`config.mk`:
```
export PLATFORM = sky130hd
export DESIGN_NAME = fp_itos
export DESIGN_NICKNAME = d
export VERILOG_FILES = /design/src/rtl/fp_itos.sv
export SDC_FILE = /design/constraint.sdc
export NUM_CORES = 1
export LEC_CHECK = 0
export CAP_MARGIN = 20
export CORE_MARGIN = 10
export CORE_UTILIZATION = 29
export CTS_BUF_LIST = sky130_fd_sc_hd__clkbuf_4 sky130_fd_sc_hd__clkbuf_8
export DETAILED_ROUTE_END_ITERATION = 12
export HOLD_SLACK_MARGIN = 0.03
export PLACE_DENSITY_LB_ADDON = 0.05
export SLEW_MARGIN = 20
export SYNTH_ARGS = -nofsm -noshare
export SYNTH_HDL_FRONTEND = slang
export SYNTH_SLANG_ARGS = --single-unit
```
`constraint.sdc`:
```
create_clock -name clk -period 10.4 [get_ports clk]
set_clock_uncertainty 0.05 [all_clocks]
set_input_delay 2.08 -clock clk [delete_from_list [all_inputs] [get_ports clk]]
set_output_delay 2.08 -clock clk [all_outputs]
set_load 0.03 [all_outputs]
```
`src/rtl/fp_itos.sv`:
```
// fp_itos: pipelined 32-bit signed integer to IEEE-754 single conversion (FiTOs).
// One conversion per cycle, fixed latency of five cycles from the capturing
// edge to rdy, no stall. Only the inexact flag can be raised.
module fp_itos (
  input  logic        clk,
  input  logic        rst,
  input  logic        en,
  input  logic [31:0] din,
  input  logic [1:0]  rnd_mode,
  output logic [31:0] dout,
  output logic        rdy,
  output logic        inexact
);

  localparam logic [1:0] RM_NEAREST = 2'd0;
  localparam logic [1:0] RM_ZERO    = 2'd1;
  localparam logic [1:0] RM_POS     = 2'd2;
  localparam logic [1:0] RM_NEG     = 2'd3;

  // Input capture
  logic        v0_q, v0_d;
  logic [31:0] din0_q, din0_d;
  logic [1:0]  rm0_q, rm0_d;

  // S1: sign / magnitude
  logic        v1_q, v1_d;
  logic        sign1_q, sign1_d;
  logic        zero1_q, zero1_d;
  logic [1:0]  rm1_q, rm1_d;
  logic [31:0] mag1_q, mag1_d;

  // S2: leading-zero count
  logic        v2_q, v2_d;
  logic        sign2_q, sign2_d;
  logic        zero2_q, zero2_d;
  logic [1:0]  rm2_q, rm2_d;
  logic [31:0] mag2_q, mag2_d;
  logic [4:0]  lz2_q, lz2_d;

  // S3: normalisation
  logic        v3_q, v3_d;
  logic        sign3_q, sign3_d;
  logic        zero3_q, zero3_d;
  logic [1:0]  rm3_q, rm3_d;
  logic [31:0] norm3_q, norm3_d;
  logic [4:0]  lz3_q, lz3_d;

  // S4: rounding
  logic        v4_q, v4_d;
  logic        sign4_q, sign4_d;
  logic        zero4_q, zero4_d;
  logic [30:0] expfrac4_q, expfrac4_d;
  logic        nx4_q, nx4_d;
  logic [22:0] s4_frac;
  logic        s4_guard;
  logic        s4_sticky;
  logic [7:0]  s4_exp;
  logic        s4_inc;

  // S5: output registers
  logic        rdy_q, rdy_d;
  logic [31:0] dout_q, dout_d;
  logic        inexact_q, inexact_d;

  // Capture the operand when issue logic presents a valid operation
  always_comb begin
    v0_d   = en;
    din0_d = din0_q;
    rm0_d  = rm0_q;
    if (en) begin
      din0_d = din;
      rm0_d  = rnd_mode;
    end
  end

  // Split into sign and unsigned magnitude; the most negative value maps to 2^31
  always_comb begin
    v1_d    = v0_q;
    sign1_d = din0_q[31];
    zero1_d = (din0_q == 32'd0);
    rm1_d   = rm0_q;
    mag1_d  = din0_q[31] ? (~din0_q + 32'd1) : din0_q;
  end

  // Count leading zeros; the highest set bit is the last one to assign
  always_comb begin
    v2_d    = v1_q;
    sign2_d = sign1_q;
    zero2_d = zero1_q;
    rm2_d   = rm1_q;
    mag2_d  = mag1_q;
    lz2_d   = 5'd0;
    for (int i = 0; i < 32; i++) begin
      if (mag1_q[i]) lz2_d = 5'(31 - i);
    end
  end

  // Shift the magnitude so the leading one lands in bit 31
  always_comb begin
    v3_d    = v2_q;
    sign3_d = sign2_q;
    zero3_d = zero2_q;
    rm3_d   = rm2_q;
    lz3_d   = lz2_q;
    norm3_d = mag2_q << lz2_q;
  end

  // Extract fraction/guard/sticky, decide the increment and add it across exp and frac
  always_comb begin
    v4_d      = v3_q;
    sign4_d   = sign3_q;
    zero4_d   = zero3_q;
    s4_frac   = norm3_q[30:8];
    s4_guard  = norm3_q[7];
    s4_sticky = |norm3_q[6:0];
    s4_exp    = 8'd158 - {3'b000, lz3_q};
    s4_inc    = 1'b0;
    case (rm3_q)
      RM_NEAREST: s4_inc = s4_guard & (s4_sticky | s4_frac[0]);
      RM_ZERO:    s4_inc = 1'b0;
      RM_POS:     s4_inc = ~sign3_q & (s4_guard | s4_sticky);
      RM_NEG:     s4_inc = sign3_q & (s4_guard | s4_sticky);
      default:    s4_inc = 1'b0;
    endcase
    expfrac4_d = {s4_exp, s4_frac} + {30'd0, s4_inc};
    nx4_d      = s4_guard | s4_sticky;
  end

  // Pack the result; zero always yields +0.0 and outputs hold between results
  always_comb begin
    rdy_d     = v4_q;
    dout_d    = dout_q;
    inexact_d = inexact_q;
    if (v4_q) begin
      dout_d    = zero4_q ? 32'h0000_0000 : {sign4_q, expfrac4_q};
      inexact_d = zero4_q ? 1'b0 : nx4_q;
    end
  end

  // Pipeline registers; reset drops everything in flight
  always_ff @(posedge clk or posedge rst) begin
    if (rst) begin
      v0_q       <= 1'b0;
      din0_q     <= 32'd0;
      rm0_q      <= 2'd0;
      v1_q       <= 1'b0;
      sign1_q    <= 1'b0;
      zero1_q    <= 1'b0;
      rm1_q      <= 2'd0;
      mag1_q     <= 32'd0;
      v2_q       <= 1'b0;
      sign2_q    <= 1'b0;
      zero2_q    <= 1'b0;
      rm2_q      <= 2'd0;
      mag2_q     <= 32'd0;
      lz2_q      <= 5'd0;
      v3_q       <= 1'b0;
      sign3_q    <= 1'b0;
      zero3_q    <= 1'b0;
      rm3_q      <= 2'd0;
      norm3_q    <= 32'd0;
      lz3_q      <= 5'd0;
      v4_q       <= 1'b0;
      sign4_q    <= 1'b0;
      zero4_q    <= 1'b0;
      expfrac4_q <= 31'd0;
      nx4_q      <= 1'b0;
      rdy_q      <= 1'b0;
      dout_q     <= 32'd0;
      inexact_q  <= 1'b0;
    end else begin
      v0_q       <= v0_d;
      din0_q     <= din0_d;
      rm0_q      <= rm0_d;
      v1_q       <= v1_d;
      sign1_q    <= sign1_d;
      zero1_q    <= zero1_d;
      rm1_q      <= rm1_d;
      mag1_q     <= mag1_d;
      v2_q       <= v2_d;
      sign2_q    <= sign2_d;
      zero2_q    <= zero2_d;
      rm2_q      <= rm2_d;
      mag2_q     <= mag2_d;
      lz2_q      <= lz2_d;
      v3_q       <= v3_d;
      sign3_q    <= sign3_d;
      zero3_q    <= zero3_d;
      rm3_q      <= rm3_d;
      norm3_q    <= norm3_d;
      lz3_q      <= lz3_d;
      v4_q       <= v4_d;
      sign4_q    <= sign4_d;
      zero4_q    <= zero4_d;
      expfrac4_q <= expfrac4_d;
      nx4_q      <= nx4_d;
      rdy_q      <= rdy_d;
      dout_q     <= dout_d;
      inexact_q  <= inexact_d;
    end
  end

  assign rdy     = rdy_q;
  assign dout    = dout_q;
  assign inexact = inexact_q;

endmodule

```
### Ports around the boundary, run 1

Scale: 2 px per um. Pins as bars across the die edge, other pins in gray.
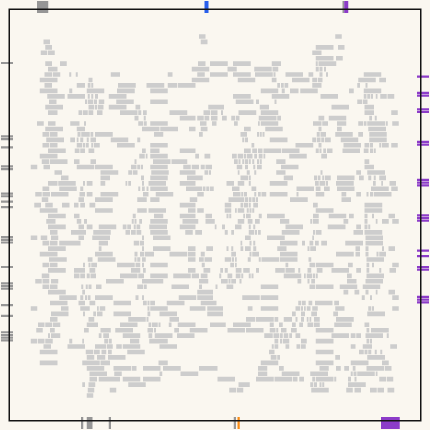
port	color	pins	direction	edge
`dout`	purple	32	output	20 east, 10 south, 2 north
`rnd_mode`	blue	2	input	north
`rst`	orange	1	input	south
all pins by edge	23 west, 20 east, 17 south, 11 north

### Cell sizes after repair, run 1

Scale: 2 px per um.
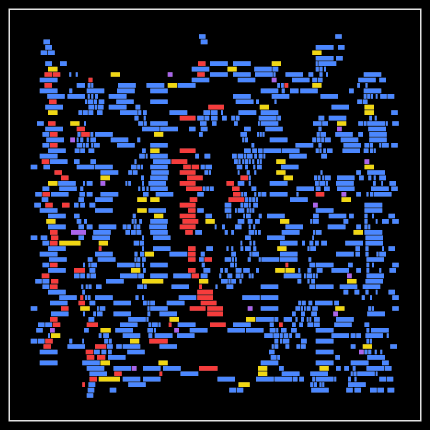
size	color	cells	most used
_2 cells	red	86	mux2_2
_3 and _4 cells	purple	16	clkbuf_4
_0 and _1 cells	blue	794	dfrtp_1
_6 and larger	yellow	55	clkbuf_8
Non-clk bufs: 74
final instance area: 0.0120 mm2
PnR worst setup slack: 6.68 ns
Layout area overhead: 20.7%

==> flow_metrics.tcl, run 1 <==
# place-and-route summary
set metrics [dict create \
    final_util 0.356 \
    die_y_um 205 \
    drcViolationCount 0 \
    cap_violations 0 \
    synth_async_sr_flop_share 1.00 \
    cts_resized 0 \
    dr_total_vias 6584 \
    htreeDepth 2 \
    fin_nets 966 \
    post_cts_buffers 0 \
    root_buffer "clkbuf_8" \
    crit_chain "clkdlybuf4s50_1" \
    required_ns 8.27 \
    finalHoldViolations 0 \
    routabilityCongestion 0.908 \
    rsz0062_at_grt "false" \
    path_max_fanout 2 \
    netlist_area_mm2 0.00992 \
    drive_above_1_share 0.165 \
    fmax_ghz 0.269 \
    path_delay_family "buffers and inverters" \
    edf_count 0 \
    fp-utilization 0.295 \
    fin_crit_sh 0.357 \
    warning_count 29 \
    hold_path_end "rm3_q[1]" \
    place_hpwl_um 15700 \
    cts_tree "yes" \
    top_area_frac 0.562 \
    power_frac_comb 0.255 \
    dieArea_mm2 0.0420 \
    r2r-start "lz2_q[2]" \
    drv_slew 0 \
    cts_sinks 223 \
    final_antenna_net_count 0 \
    worstSetupEndpointType "output port" \
    power_leakage_nw 4.92 \
    top_area_cell "dfrtp_1" \
    core_mm2 0.0336 \
    whs_ns 0.291 \
    cts_buffers 42 \
    ys_area_mm2 0.00992 \
    power.share.switching 0.320 \
    slowest_stage "clkdlybuf4s50_1" \
    grt_antenna_before_repair 0 \
    clockBufferDepth 3 \
    fp.dieW_um 205 \
    status "complete, no violations" \
    cp.depth 1 \
    insertion_delay_ns 0.54 \
    startpoint_type "flip-flop" \
    path_buffers 1 \
    place_area_mm2 0.0111 \
    cts-hold-fix-buffers 0 \
    synth_cell_types 60 \
    ys_warn_count 0 \
    drt_iter0_drc 298 \
    row_count 67 \
    worst_r2r_path_depth 5 \
    ioPinCount 71 \
    syn_nets 886 \
    grt_pass1_vias 7044 \
    routedWlPerCell_um 15.7 \
    ys.flop_type "dfrtp_1" \
    grt_max_degree 156 \
    p_int_w 0.00199 \
    pwr-share-seq 0.440 \
    routed_wl_um 21900 \
    max_stage_delay_ns 0.69 \
    syn_avg_cell_area_um2 11.8 \
    min_path_cells 0 \
    drtPass1Iterations 4 \
    path_class "flip-flop to output port" \
    p_switching_w 0.000934 \
    top_cell "dfrtp_1" \
    min_period_ns 3.72 \
    grt_usage 0.106 \
    yosys-top-cells-area "dfrtp_1, mux2_2, mux4_2" \
    setup_violations 0 \
    grt_pass1_wl_um 36800 \
    ys_seq_frac 0.562 \
    clkTransAtPathRegs_ns 0.05 \
    hp-class "flip-flop to flip-flop" \
    ys_ff 223 \
    vias_per_cell 4.71 \
    peakVddDrop_uv 86.8 \
    hold_start "rm2_q[1]" \
    reg2reg_to "norm3_q[14]" \
    yosys_cells 844 \
    r2r_slack_ns 6.92 \
    power_frac_clock 0.306 \
    worst_slew_pin_slew_ns 1.00 \
    numPortBuffers 70 \
    common_cells "dfrtp_1, o21ai_0, nand2_1" \
    diodes 0 \
    synthCells 844 \
    fillers 3336 \
    globalRouteOverflowTotal 0 \
    cp.arrival_ns 1.59 \
    p_per_area_mw_per_mm2 244 \
    relSlewSlack 0.331 \
    fin_setup_tns_ns 0 \
]
### I/O nets highlighted, run 1

Scale: 1.5 px per um.
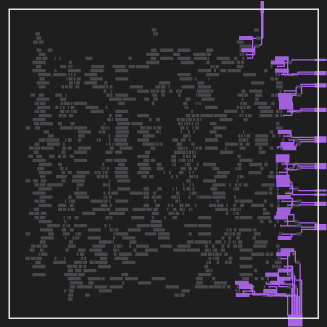
port	color	bits	direction	edge	end cells	buffers	wire
`dout`	purple	32	output	20 east, 10 south, 2 north	32	32	1,000 um

==> run 1: kinds of logic (layout without fill, tap and decap cells) <==
kind of cell               count (synthesis)  in the layout  share of synthesized area
DFF                                      223            223                      0.562
xor gates and xnor gates                  56             56                     0.0494
and+or+nand+nor                          243            243                      0.134
adders and majority gates                  5              5                    0.00630
AOI/OAI and AO/OA                        137            137                     0.0898
muxes                                     93             93                      0.125
buffers and inverters                     87            194                     0.0339
==> run 1: state kept, by name, summed over array words and instances (netlist names), 2 cells and up <==
name / count
din0_q: 32
expfrac4_q: 31
norm3_q: 31
rm1_q: 2
dout: 32
mag1_q: 32
rm2_q: 2
mag2_q: 31
rm0_q: 2
lz2_q: 5
lz3_q: 5
rm3_q: 2
==> run 1: worst max path at each step <==
stage / from / endpoint / slack [ns]
6_report: dout[25] / dout[25] / 6.68
5_1_grt: rst / mag1_q[0] / 6.59
4_1_cts: rst / din0_q[5] / 6.61
3_5_place_dp: rst / din0_q[5] / 6.02
3_3_place_gp: rst / din0_q[2] / 6.12
2_1_floorplan: rst / din0_q[0] / 2.16
==> run 1: per-stage QoR <==
| stage | power (W) | instances | setup slack (ns) |
|---|---|---|---|
| 2_1_floorplan | 0.00178 | 844 | 2.16 |
| 3_3_place_gp | 0.00204 | 1327 | 6.12 |
| 6_report | 0.00292 | 1399 | 6.68 |
| 3_5_place_dp | 0.00205 | 1327 | 6.02 |
| 4_1_cts | 0.00297 | 1398 | 6.61 |
| 5_1_grt | 0.00311 | 1399 | 6.59 |
==> run 1: placed cells by master, fill, tap and decap left out, types with 3 or more instances in the layout <==
master	count
a211oi_1	6
a21oi_1	15
a221oi_1	3
a22o_1	3
a22oi_1	5
and3_1	9
buf_4	3
bufinv_16	3
clkbuf_4	11
clkbuf_8	50
clkdlybuf4s50_1	69
clkinv_1	3
clkinv_2	6
dfrtp_1	221
ha_1	5
inv_1	45
mux2_2	46
mux2i_1	27
mux4_2	20
nand2_1	56
nand2b_1	3
nand3_1	14
nand3b_1	34
nand4_1	12
nor2_1	48
nor2b_1	5
nor3_1	19
nor3b_1	3
nor4_1	15
nor4_2	3
o211ai_1	3
o21a_1	3
o21ai_0	63
o31ai_1	8
o41ai_1	5
o41ai_2	3
or4_1	11
xnor2_1	46
xor2_1	10
==> run 1: cell type report <==
cell class | count | area (um2) | share of cell area
Clock buffer | 61 | 771 | 0.0643
Clock inverter | 10 | 128 | 0.0107
Inverter | 49 | 196 | 0.0164
Multi-Input combinational cell | 534 | 4010 | 0.335
Sequential cell | 223 | 5580 | 0.466
Tap cell | 448 | 561 | 0.0468
Timing Repair Buffer | 74 | 733 | 0.0612
==> run 1: power by group through the flow <==
stage	clock network, W	logic, W	registers [W]
floorplan	0	0.000470	0.00131
finish	0.000893	0.000743	0.00128
global route	0.000973	0.000819	0.00132
detailed placement	0	0.000744	0.00131
CTS	0.000936	0.000748	0.00129
global placement	0	0.000743	0.00130
==> run 1: layer usage <==
| metal | GRT usage | share of wire |
|---|---|---|
| met1 | 0.128 | 0.43 |
| met3 | 0.0275 | 0.054 |
| met5 | 0 | 0 |
| met4 | 0.0486 | 0.037 |
| met2 | 0.174 | 0.47 |
### Cell outlines without signal wires, run 1

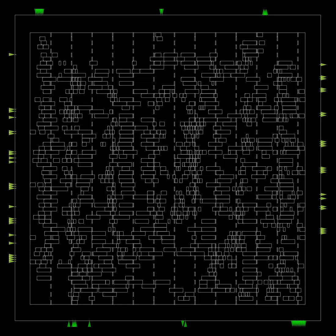

--- run 2 (diff from run 1) ---
==> constraint.sdc (replaced) <==
create_clock -name clk -period 3.45 [get_ports clk]
set_clock_uncertainty 0.05 [all_clocks]
set_input_delay 0.69 -clock clk [delete_from_list [all_inputs] [get_ports clk]]
set_output_delay 0.69 -clock clk [all_outputs]
set_load 0.03 [all_outputs]
### Cell outlines without signal wires, run 2

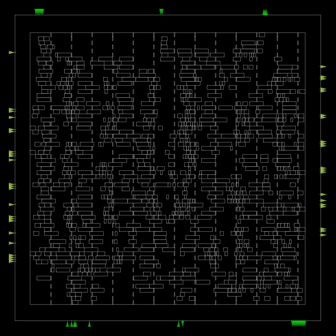
core area: 0.0336 mm2
FFs & Latches: 223
number of well taps: 448
post-layout util: 0.359

==> run 2 against run 1 <==
Non-clock buffer count increased by 8. Synthesized cell count unchanged. Critical path depth grew 8. Largest power group unchanged.
==> flow_metrics.tcl, run 2 <==
# place-and-route summary
set metrics [dict create \
    path_class "flip-flop to flip-flop" \
    min_path_cells 0 \
    grt_pass1_wl_um 36700 \
    final_area_mm2 0.0121 \
    cts-hold-fix-buffers 0 \
    warning_count 28 \
    p_switching_w 0.00283 \
    dieArea_mm2 0.0420 \
    busiest_layer "met2" \
    synth_cell_types 60 \
    fmax_ghz 0.377 \
    final_cell_mix "dfrtp_1, clkdlybuf4s50_1, o21ai_0" \
    drv_slew 0 \
    cts_sinks 223 \
    insertion_delay_ns 0.52 \
    p_int_w 0.00602 \
    min_period_ns 2.65 \
    cts_buffers 41 \
    hp-class "flip-flop to flip-flop" \
    rsz0062_at_grt "false" \
    pwr-share-seq 0.438 \
    power_leakage_nw 4.96 \
    ys_warn_count 0 \
    fin_nets 973 \
    globalRouteOverflowTotal 0 \
    yosys-top-cells-area "dfrtp_1, mux2_2, mux4_2" \
    power.share.switching 0.320 \
    syn_avg_cell_area_um2 11.8 \
    power_w 0.00885 \
    grt_util_met3 0.0245 \
    common_cells "dfrtp_1, o21ai_0, nand2_1" \
    grt_pass1_vias 7103 \
    place_hpwl_um 16600 \
    fillers 3304 \
    grt_usage 0.106 \
    ys_ff 223 \
    worst_r2r_path_depth 9 \
    pre_cts_ws_ns 0.738 \
    drive_above_1_share 0.173 \
    root_buffer "clkbuf_8" \
    drcViolationCount 0 \
    setup_violations 0 \
    top_cell "dfrtp_1" \
    top_area_cell "dfrtp_1" \
    power_frac_clock 0.306 \
    fin_ws_ns 0.799 \
    vias_per_cell 4.72 \
    place_area_mm2 0.0111 \
    required_ns 3.80 \
    synth_async_sr_flop_share 1.00 \
    ys_seq_frac 0.562 \
    netlist_area_mm2 0.00992 \
    dr_total_vias 6650 \
    power_frac_comb 0.256 \
    worst_slew_pin_slew_ns 1.05 \
    layout_top_cell "dfrtp_1" \
    path_max_fanout 10 \
    cap_violations 0 \
    synthCells 844 \
    syn_nets 886 \
    drtPass1Iterations 4 \
    diodes 0 \
    post_cts_buffers 0 \
    routedWlPerCell_um 15.9 \
    htreeDepth 2 \
    yosys_cells 844 \
    area_delta_synth_final_pct 21.6 \
    grt_antenna_before_repair 0 \
    whs_ns 0.294 \
    p_per_area_mw_per_mm2 734 \
    cts_tree "yes" \
    status "complete, no violations" \
]
### Ports around the boundary, run 2

Scale: 2 px per um. Pins as bars across the die edge, other pins in gray.
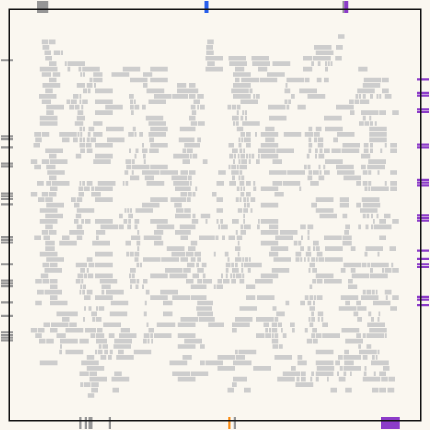
Die Wd: 205 um
Die Y: 205 um
Buffers on Ports: 70

[run 2: power groups by stage]
| stage | registers [W] | clock network [W] | logic [W] |
|---|---|---|---|
| after detailed placement | 0.00393 | 0 | 0.00229 |
| after global routing | 0.00399 | 0.00296 | 0.00249 |
| after CTS | 0.00389 | 0.00282 | 0.00230 |
| after floorplan | 0.00394 | 0 | 0.00142 |
| final | 0.00387 | 0.00271 | 0.00227 |
| after global placement | 0.00391 | 0 | 0.00229 |
[run 2: layout make-up]
cell class,count,area [um2],area share
inverters,49,188,0.0156
multi-input cells,534,4010,0.332
clock inverters,8,92.6,0.00767
clock buffers,64,825,0.0683
well taps,448,561,0.0465
repair buffers,82,811,0.0672
flip-flops and latches,223,5580,0.463
[run 2: path summary, 6_finish.rpt]
kind                            startpoint  slack (ns)             end
worst min-delay path                  v2_q        0.29            v3_q
max in group asynchronous              rst        1.90       din0_q[3]
worst min register to register        v2_q        0.29            v3_q
min in group asynchronous              rst        0.38         zero3_q
worst max-delay path              rm3_q[1]        0.80  expfrac4_q[27]
worst max register to register    rm3_q[1]        0.80  expfrac4_q[27]
[run 2: worst max-delay path, cell delays in order, from the launching register on]
cell	delay, ns
dfrtp_1	0.37
nand2_1	0.07
xnor2_1	0.13
nor3_1	0.20
ha_1	0.25
nand3_1	0.11
or4_1	0.63
or4_1	0.55
o311ai_1	0.09
nor4bb_1	0.09
[run 2: through the flow]
step                cells  TNS, ns
floorplan             844   -44.61
global placement     1336        0
detailed placement   1336        0
CTS                  1408        0
global route         1408        0
finish               1408        0
[run 2: kinds of logic after synthesis]
logic type,after synthesis,share of synthesized area
buf+inv,87,0.0339
fa+ha+maj,5,0.00630
xor+xnor,56,0.0494
compound gates,137,0.0898
simple gates,243,0.134
mux,93,0.125
flops,223,0.562
[run 2: routing by layer]
layer  part of all wire  vias to the layer above
li1                   -                     3199
met1               0.43                     3249
met5                  0                        -
met3              0.047                       67
met2               0.48                      135
met4              0.040                        0
### Cell sizes after repair, run 2

Scale: 2 px per um.
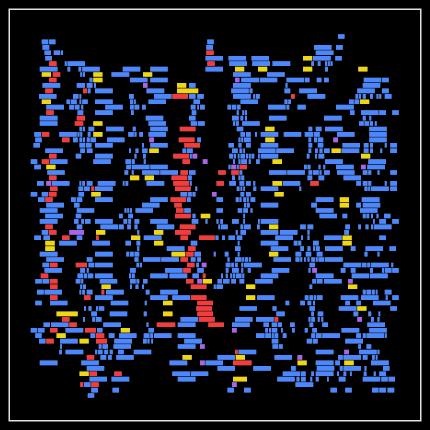

--- run 3 (diff from run 2) ---
==> constraint.sdc (replaced) <==
create_clock -name clk -period 2.2 [get_ports clk]
set_clock_uncertainty 0.05 [all_clocks]
set_input_delay 0.44 -clock clk [delete_from_list [all_inputs] [get_ports clk]]
set_output_delay 0.44 -clock clk [all_outputs]
set_load 0.03 [all_outputs]
### Cell sizes after repair, run 3

Scale: 2 px per um.
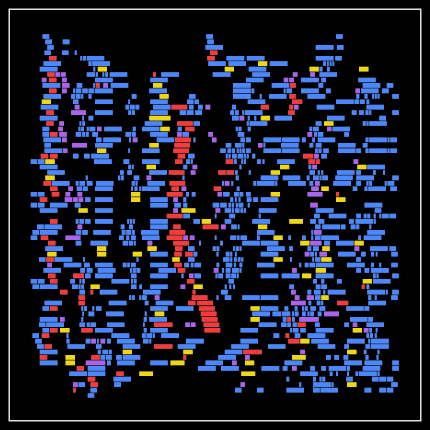
PnR worst setup slack: -0.134 ns
final instance area: 0.0128 mm2
Non-clk bufs: 139
Layout area overhead: 28.5%

==> run 3 against run 2 <==
The flow now finishes with violations (negative setup slack). Final cell count increased by 4.2%. Critical path depth increased by 1. Combinational power increased by 78%. Area after synthesis unchanged. Sequential share of layout area decreased by 2.5 points. Clock-buffer cell count increased by 2. Critical endpoint unchanged. Largest power group unchanged. Highest routed layer unchanged.
==> flow_metrics.tcl, run 3 <==
# place-and-route summary
set metrics [dict create \
    setup_violations 8 \
    die_y_um 205 \
    status "complete, but fails checks" \
    netlist_area_mm2 0.00992 \
    rsz0062_at_grt "true" \
    drcViolationCount 0 \
    dr_total_vias 6854 \
    cts_buffers 42 \
    grt_max_degree 65 \
    min_period_ns 2.33 \
    grt_antenna_before_repair 0 \
    fin_ws_ns -0.134 \
    clockBufferDepth 3 \
    final_util 0.379 \
    htreeDepth 2 \
    drv_slew 0 \
    globalRouteOverflowTotal 0 \
    fp.dieW_um 205 \
    cp.arrival_ns 2.68 \
    power_w 0.0141 \
    cap_violations 0 \
    path_class "flip-flop to flip-flop" \
    synth_cell_types 60 \
    numPortBuffers 70 \
    edf_count 0 \
    startpoint_type "flip-flop" \
    worstSetupEndpointType "flip-flop" \
    drtPass1Iterations 4 \
    final_cell_mix "dfrtp_1, clkdlybuf4s50_1, o21ai_0" \
    crit_path_frequent_cell "nor3_2" \
    diodes 0 \
    peakVddDrop_uv 409 \
    clkTransAtPathRegs_ns 0.05 \
    path_max_fanout 3 \
    fin_setup_tns_ns -0.435 \
    drive_above_1_share 0.247 \
    insertion_delay_ns 0.53 \
    crit_chain "nor4_2 > nand2_1 > nor3_2 > nor3_2 > ha_2 > nand3_2 > or4_4 > or4_1 > o311ai_1 > nor4bb_1" \
    fillers 3296 \
    dieArea_mm2 0.0420 \
    core_mm2 0.0336 \
    relSlewSlack 0.499 \
    ys_area_mm2 0.00992 \
    worst_r2r_path_depth 10 \
    reg2reg_to "expfrac4_q[27]" \
    fmax_ghz 0.429 \
    ys_seq_frac 0.562 \
    r2r_slack_ns -0.13 \
    r2r-start "norm3_q[5]" \
    drt_iter0_drc 223 \
    mi_logic_area_mm2 0.00422 \
    final_antenna_net_count 0 \
    seqCellArea_mm2 0.00558 \
    routabilityCongestion 0.829 \
    fin_crit_sh 1.06 \
    syn_avg_cell_area_um2 11.8 \
    hp-class "input pin to async pin" \
    ys.flop_type "dfrtp_1" \
    synth_async_sr_flop_share 1.00 \
    grt_pass1_vias 7494 \
    worst_slew_pin_slew_ns 0.751 \
    ioPinCount 71 \
    yosys-top-cells-area "dfrtp_1, mux2_2, mux4_2" \
    routedWlPerCell_um 15.8 \
    top_cell "dfrtp_1" \
    grt_usage 0.110 \
    ys_warn_count 0 \
    power_leakage_nw 5.33 \
    p_per_area_mw_per_mm2 1110 \
    place_hpwl_um 17400 \
    fin_nets 1031 \
    top_area_cell "dfrtp_1" \
    post-place-cells 1385 \
    ys_ff 223 \
    finalHoldViolations 0 \
    cts_sinks 223 \
    root_buffer "clkbuf_8" \
    vias_per_cell 4.67 \
    grt_pass1_wl_um 38000 \
    top_area_frac 0.562 \
    violations "negative setup slack" \
    required_ns 2.55 \
    warning_count 30 \
    common_cells "dfrtp_1, o21ai_0, nand2_1" \
    syn_nets 886 \
    yosys_cells 844 \
    routed_wl_um 23200 \
    row_count 67 \
    cts_tree "yes" \
    max_stage_delay_ns 0.48 \
    slowest_stage "or4_1" \
    fp-utilization 0.295 \
]
### Gate-type map, run 3

Scale: 2 px per um.
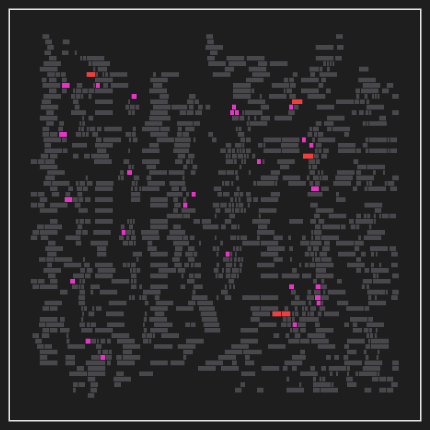
family	color	cells
adder and majority cells	red	5
AND and OR gates	magenta	26
Final Non-Filler Cells: 1,467
most instantiated logic cell after routing: dfrtp_1

-- run 3: worst max-delay path by stage --
stage | startpoint | end | slack (ns) | cells past startpoint
final | norm3_q[5] | expfrac4_q[27] | -0.13 | 10
after CTS | sign3_q | expfrac4_q[27] | -0.19 | 9
after global routing | sign3_q | expfrac4_q[27] | -0.23 | 9
after global placement | norm3_q[1] | expfrac4_q[23] | -0.27 | 11
after detailed placement | norm3_q[5] | expfrac4_q[27] | -0.31 | 11
after floorplan | rst | din0_q[0] | -1.20 | 1
-- run 3: area by class of cell --
type	count	area share
sequential	223	0.438
multi-input combinational	534	0.330
timing repair buffer	139	0.103
clock buffer	66	0.0644
tap	448	0.0439
inverter	49	0.0147
clock inverter	8	0.00530
-- run 3: metrics by stage --
step | hold WS (ns) | cell area, um2 | worst slack, ns
5_1_grt | 0.133 | 12800 | -0.232
3_5_place_dp | 0.286 | 11600 | -0.312
6_report | 0.152 | 12800 | -0.134
3_3_place_gp | 0.285 | 11600 | -0.269
4_1_cts | 0.119 | 12600 | -0.187
2_1_floorplan | 0.281 | 9950 | -1.20
-- run 3: power by group --
part | switching (W) | internal, W | leakage [nW]
registers | 0.000844 | 0.00515 | 2.64
clock network | 0.00163 | 0.00247 | 0.476
logic | 0.00211 | 0.00194 | 2.21
-- run 3: worst max-delay path: cells and delay by family, from the launching register on --
| family | cells | cell delay, ns |
|---|---|---|
| fa+ha+maj | 1 | 0.23 |
| simple gates | 8 | 1.52 |
| compound gates | 1 | 0.09 |
| flops | 1 | 0.34 |
-- run 3: repair_timing --
item	in CTS	in global routing
gates resized	21	25
pin swaps	12	15
buffers inserted	6	5
setup endpoints to repair	21	34
-- run 3: metal layers --
metal  part of all wire  global-route usage  vias to the layer above
met2               0.51               0.193                      121
met3              0.047              0.0264                       51
met4              0.030              0.0436                        0
met5                  0                   0                        -
met1               0.42               0.127                     3374
li1                   -                   -                     3308
-- run 3: kinds of logic after synthesis --
| kind of cell | Yosys count | share of synthesized area |
|---|---|---|
| flops | 223 | 0.562 |
| xor+xnor | 56 | 0.0494 |
| mux | 93 | 0.125 |
| fa+ha+maj | 5 | 0.00630 |
| compound gates | 137 | 0.0898 |
| simple gates | 243 | 0.134 |
| buf+inv | 87 | 0.0339 |
Power and IR drop assume default switching activity.
